## src/rtl/regfile_pkg.sv

```systemverilog
// regfile_pkg: shared defaults, clog2 and byte-strobe merge for the register file
package regfile_pkg;
  localparam int DEF_WIDTH = 16;
  localparam int DEF_DEPTH = 8;
  localparam int MAX_WIDTH = 256;
  localparam int MAX_STRB = MAX_WIDTH / 8;
  function automatic int clog2(input int n);
    int r;
    r = 0;
    while ((1 << r) < n) r++;
    return (r < 1) ? 1 : r;
  endfunction
  function automatic logic [MAX_WIDTH-1:0] byte_merge(
    input logic [MAX_WIDTH-1:0] old_w,
    input logic [MAX_WIDTH-1:0] new_w,
    input logic [MAX_STRB-1:0] strb
  );
    logic [MAX_WIDTH-1:0] r;
    for (int i = 0; i < MAX_STRB; i++) r[8*i +: 8] = strb[i] ? new_w[8*i +: 8] : old_w[8*i +: 8];
    return r;
  endfunction
endpackage

```

## src/rtl/regfile_rd_port.sv

```systemverilog
// regfile_rd_port: registered read port with write-first bypass and zero/out-of-range masking
module regfile_rd_port
  import regfile_pkg::*;
#(
  parameter int WIDTH = DEF_WIDTH,
  parameter int DEPTH = DEF_DEPTH,
  parameter bit ZERO_REG = 1'b0,
  localparam int ADDR = clog2(DEPTH)
) (
  input  logic               clk,
  input  logic               rst_n,
  input  logic               rd_en,
  input  logic [ADDR-1:0]    rd_addr,
  input  logic               wr_en,
  input  logic [ADDR-1:0]    wr_addr,
  input  logic [WIDTH-1:0]   wr_data,
  input  logic [WIDTH/8-1:0] wr_strb,
  input  logic [WIDTH-1:0]   mem [DEPTH],
  output logic [WIDTH-1:0]   rd_data,
  output logic               rd_valid
);
  logic addr_ok;
  logic hit;
  logic [WIDTH-1:0] old_w;
  logic [WIDTH-1:0] rd_next;
  always_comb begin
    addr_ok = (int'(rd_addr) < DEPTH) && !(ZERO_REG && (rd_addr == '0));
    hit = wr_en && (wr_addr == rd_addr);
    old_w = addr_ok ? mem[rd_addr] : '0;
    rd_next = !addr_ok ? '0
            : hit ? WIDTH'(byte_merge(MAX_WIDTH'(old_w), MAX_WIDTH'(wr_data), MAX_STRB'(wr_strb)))
            : old_w;
  end
  always_ff @(posedge clk or negedge rst_n)
    if (!rst_n) begin
      rd_data <= '0;
      rd_valid <= 1'b0;
    end else begin
      rd_valid <= rd_en;
      if (rd_en) rd_data <= rd_next;
    end
endmodule

```

## src/rtl/regfile_2r1w.sv

```systemverilog
// regfile_2r1w: parametrised register file, one strobed write port and two registered read ports
module regfile_2r1w
  import regfile_pkg::*;
#(
  parameter int WIDTH = DEF_WIDTH,
  parameter int DEPTH = DEF_DEPTH,
  parameter bit ZERO_REG = 1'b0,
  localparam int ADDR = clog2(DEPTH)
) (
  input  logic               CLK,
  input  logic               RST,
  input  logic               WrEn,
  input  logic [ADDR-1:0]    WrAddr,
  input  logic [WIDTH-1:0]   WrData,
  input  logic [WIDTH/8-1:0] WrStrb,
  input  logic               RdEn_A,
  input  logic [ADDR-1:0]    RdAddr_A,
  output logic [WIDTH-1:0]   RdData_A,
  output logic               RdValid_A,
  input  logic               RdEn_B,
  input  logic [ADDR-1:0]    RdAddr_B,
  output logic [WIDTH-1:0]   RdData_B,
  output logic               RdValid_B
);
  logic [WIDTH-1:0] mem [DEPTH];
  logic wr_ok;
  logic [WIDTH-1:0] wr_word;
  always_comb begin
    wr_ok = WrEn && (int'(WrAddr) < DEPTH) && !(ZERO_REG && (WrAddr == '0));
    wr_word = WIDTH'(byte_merge(MAX_WIDTH'(mem[WrAddr]), MAX_WIDTH'(WrData), MAX_STRB'(WrStrb)));
  end
  always_ff @(posedge CLK or negedge RST)
    if (!RST) begin
      for (int i = 0; i < DEPTH; i++) mem[i] <= '0;
    end else if (wr_ok) begin
      mem[WrAddr] <= wr_word;
    end
  regfile_rd_port #(.WIDTH(WIDTH), .DEPTH(DEPTH), .ZERO_REG(ZERO_REG)) u_port_a (
    .clk(CLK), .rst_n(RST), .rd_en(RdEn_A), .rd_addr(RdAddr_A),
    .wr_en(WrEn), .wr_addr(WrAddr), .wr_data(WrData), .wr_strb(WrStrb),
    .mem(mem), .rd_data(RdData_A), .rd_valid(RdValid_A)
  );
  regfile_rd_port #(.WIDTH(WIDTH), .DEPTH(DEPTH), .ZERO_REG(ZERO_REG)) u_port_b (
    .clk(CLK), .rst_n(RST), .rd_en(RdEn_B), .rd_addr(RdAddr_B),
    .wr_en(WrEn), .wr_addr(WrAddr), .wr_data(WrData), .wr_strb(WrStrb),
    .mem(mem), .rd_data(RdData_B), .rd_valid(RdValid_B)
  );
endmodule

```

## config.mk

```make
export PLATFORM = sky130hd
export DESIGN_NAME = regfile_2r1w
export DESIGN_NICKNAME = d
export VERILOG_FILES = /design/src/rtl/regfile_pkg.sv /design/src/rtl/regfile_rd_port.sv /design/src/rtl/regfile_2r1w.sv
export SDC_FILE = /design/constraint.sdc
export NUM_CORES = 1
export LEC_CHECK = 0
export CORE_MARGIN = 2
export CORE_UTILIZATION = 35
export CTS_BUF_LIST = sky130_fd_sc_hd__clkbuf_8
export CTS_CLUSTER_SIZE = 40
export DETAILED_ROUTE_END_ITERATION = 16
export SLEW_MARGIN = 25
export SYNTH_ARGS = -nofsm -noshare
export SYNTH_HDL_FRONTEND = slang
export SYNTH_HIERARCHICAL = 1
export SYNTH_SLANG_ARGS = --single-unit
```

## constraint.sdc

```tcl
create_clock -name CLK -period 3 [get_ports CLK]
set_input_delay 0.45 -clock CLK [delete_from_list [all_inputs] [get_ports CLK]]
set_output_delay 0.45 -clock CLK [all_outputs]
set_load 0.005 [all_outputs]
```

==> images/power_grid.png <==
Scale: 3 px per µm. Pins as bars on the die edge.
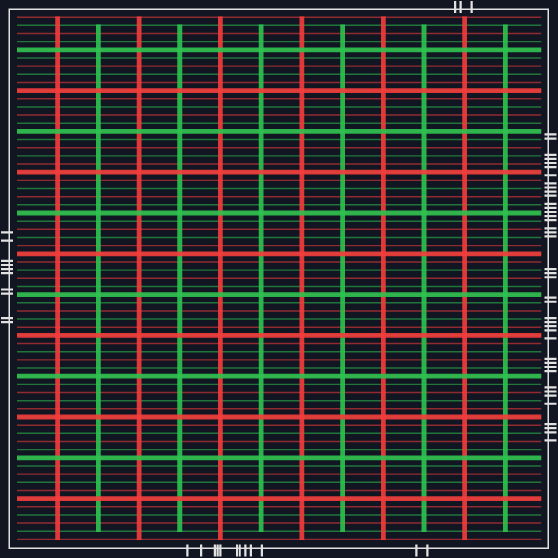
[VSS] red
[VDD] green
rows: 64
met4 straps: 12
signal pins: 66

==> images/cell_density.png <==
Scale: 1.5 px per µm. The die is cut into 18 by 18 equal tiles; white is low, dark blue is high, 0 to 100% covered.
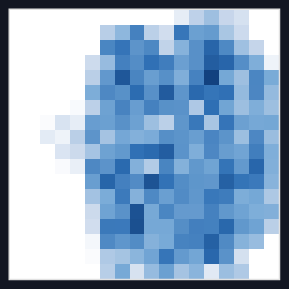
fullest tile: 93%
tiles over 75% full: 6.2%
emptiest ninth of the die: lower left

==> metrics.json <==
{
  "status": {
    "result_of_the_run": "finished, final reports clean"
  },
  "routing": {
    "postRouteWirelength_um": 31900,
    "first_pass_iters": 6,
    "antenna_violating_nets_post_route": 0,
    "num_vias": 8279,
    "dr.first_iter.drc_count": 684,
    "drcViolationCount": 0,
    "drt-vias-per-instance": 5.80
  },
  "run": {
    "log.warning_count": 26
  },
  "final_timing": {
    "max_slew.worst_pin.slew_ns": 0.832,
    "final.setup.tns_ns": 0,
    "finalSetupViolations": 0,
    "clock_skew_ns": 0.0157,
    "final.setup.worst_slack_ns": 0.941,
    "max_fclk_mhz": 486,
    "worst_slew_margin": 0.443
  },
  "power_and_ir_drop": {
    "sequential_share_of_power": 0.438,
    "leakage_nw": 4.83,
    "share_clk_of_total_power": 0.258,
    "powerComb_mw": 2.19,
    "pwr.group.sequential_mw": 3.16,
    "power_density_mw_per_mm2": 594
  },
  "synth": {
    "synth-edff-count": 0,
    "synth_area_per_cell_um2": 11.1,
    "synth.top_cell.area_share": 0.377,
    "netlist_area_mm2": 0.0107,
    "ys_async_sr_fraction": 1.00,
    "yosys.cell_types.count": 53,
    "yosys_warnings": 6
  },
  "global_route": {
    "grt_max_degree": 68,
    "grt_pass1_wl_um": 49800
  },
  "worst_setup_path": {
    "timing.critical_path.to_type": "flop",
    "worst_ep_arrival_time_ns": 2.38
  },
  "clocking": {
    "cts.hold.buffers_added": 1,
    "ctsRootBufferMaster": "clkbuf_8",
    "clk_latency_ns": 0.48,
    "cts.path.max_buffers": 2,
    "cts-buffers-inserted": 17
  },
  "floorplanning": {
    "io_pins": 66,
    "core.rowCount": 64,
    "chipWidth_um": 179
  },
  "final_layout": {
    "area_overhead_vs_synth_pct": 13.1,
    "layout.filler_cells": 2951,
    "final_core_utilization": 0.399,
    "antenna_cells_inserted": 0,
    "post-route-cell-area_mm2": 0.0122
  },
  "placed_design": {
    "gp_routability_congestion": 0.818,
    "dp_hpwl_um": 21700
  }
}
==> critical path, stage by stage <==
cell and delay, ns:
clkdlybuf4s50_1 0.64, buf_4 0.33, nor2b_1 0.69, nand2_1 0.10
o21ai_0 0.11, a21oi_1 0.06
==> metal layers <==
metal | vias up | GRT usage | part of all wire
li1 | 3734 | - | -
met1 | 4198 | 0.275 | 0.44
met2 | 297 | 0.337 | 0.47
met3 | 50 | 0.0426 | 0.069
met4 | 0 | 0.0638 | 0.022
met5 | - | 0 | 0
==> cells by family after synthesis <==
| logic type | count (synthesis) | share of synthesized area |
|---|---|---|
| XOR/XNOR | 6 | 0.0112 |
| multiplexers | 144 | 0.211 |
| AND/OR/NAND/NOR | 257 | 0.125 |
| flip-flops | 162 | 0.377 |
| AND-OR/OR-AND | 305 | 0.214 |
| buffers and inverters | 97 | 0.0613 |
==> cell type report <==
type / instances / share of cell area
clock buffers: 17 / 0.0193
multi-input cells: 712 / 0.497
clock inverters: 15 / 0.0179
flip-flops and latches: 162 / 0.334
well taps: 396 / 0.0408
repair buffers: 122 / 0.0905
inverters: 4 / 0.00124
==> state kept, by name (all words and copies together), names as in the netlist <==
| register | count |
|---|---|
| mem | 128 |
| u_port_a/rd_data | 16 |
| u_port_b/rd_data | 16 |
| u_port_a/rd_valid | 1 |
| u_port_b/rd_valid | 1 |
==> cell usage after synthesis, types with 2 or more instances <==
cell and count:
a211oi_1 2, nand2_1 137, o41ai_4 5, and4bb_1 2
a2111oi_4 8, mux4_2 58, buf_6 18, inv_2 3
buf_1 9, buf_8 2, mux2i_1 80, nand3_1 6
buf_4 10, xor2_4 2, clkbuf_1 23, o31ai_1 68
o21ai_0 43, nor4_4 4, a211oi_2 11, a21oi_2 2
nor2_1 36, clkbuf_2 3, xor2_2 4, o21ai_1 45
a21o_1 2, o2111a_1 3, nor2b_2 2, a211o_1 6
a31oi_1 7, o31ai_2 12, a21oi_1 87, dfrtp_1 162
buf_12 4, buf_2 24, nor2b_1 48, mux4_1 6
a311oi_4 2, or3b_1 8, and4b_1 3
==> path summary, 6_finish.rpt <==
check,endpoint,start,depth (start not counted)
min in group CLK,mem[61],mem[61],2
hold reg to reg,mem[61],mem[61],2
setup / recovery,mem[118],WrStrb[0],6
setup reg to reg,mem[19],mem[35],4
hold / removal,mem[95],RST,2
max in group asynchronous,mem[4],RST,3
==> cell usage in the layout, fill, tap and decap left out, types with 5 or more instances in the layout <==
master / n
a21oi_1: 87
nand2_1: 137
mux4_1: 6
nor2b_1: 48
mux2i_1: 80
o21ai_0: 43
inv_6: 5
buf_4: 53
a211o_1: 6
clkdlybuf4s50_1: 57
o31ai_2: 12
a211oi_2: 11
a2111oi_4: 8
a31oi_1: 7
o41ai_4: 5
o21ai_1: 45
clkbuf_8: 17
or3b_1: 8
o31ai_1: 68
buf_2: 6
nand3_1: 6
mux4_2: 58
dfrtp_1: 162
nor2_1: 36
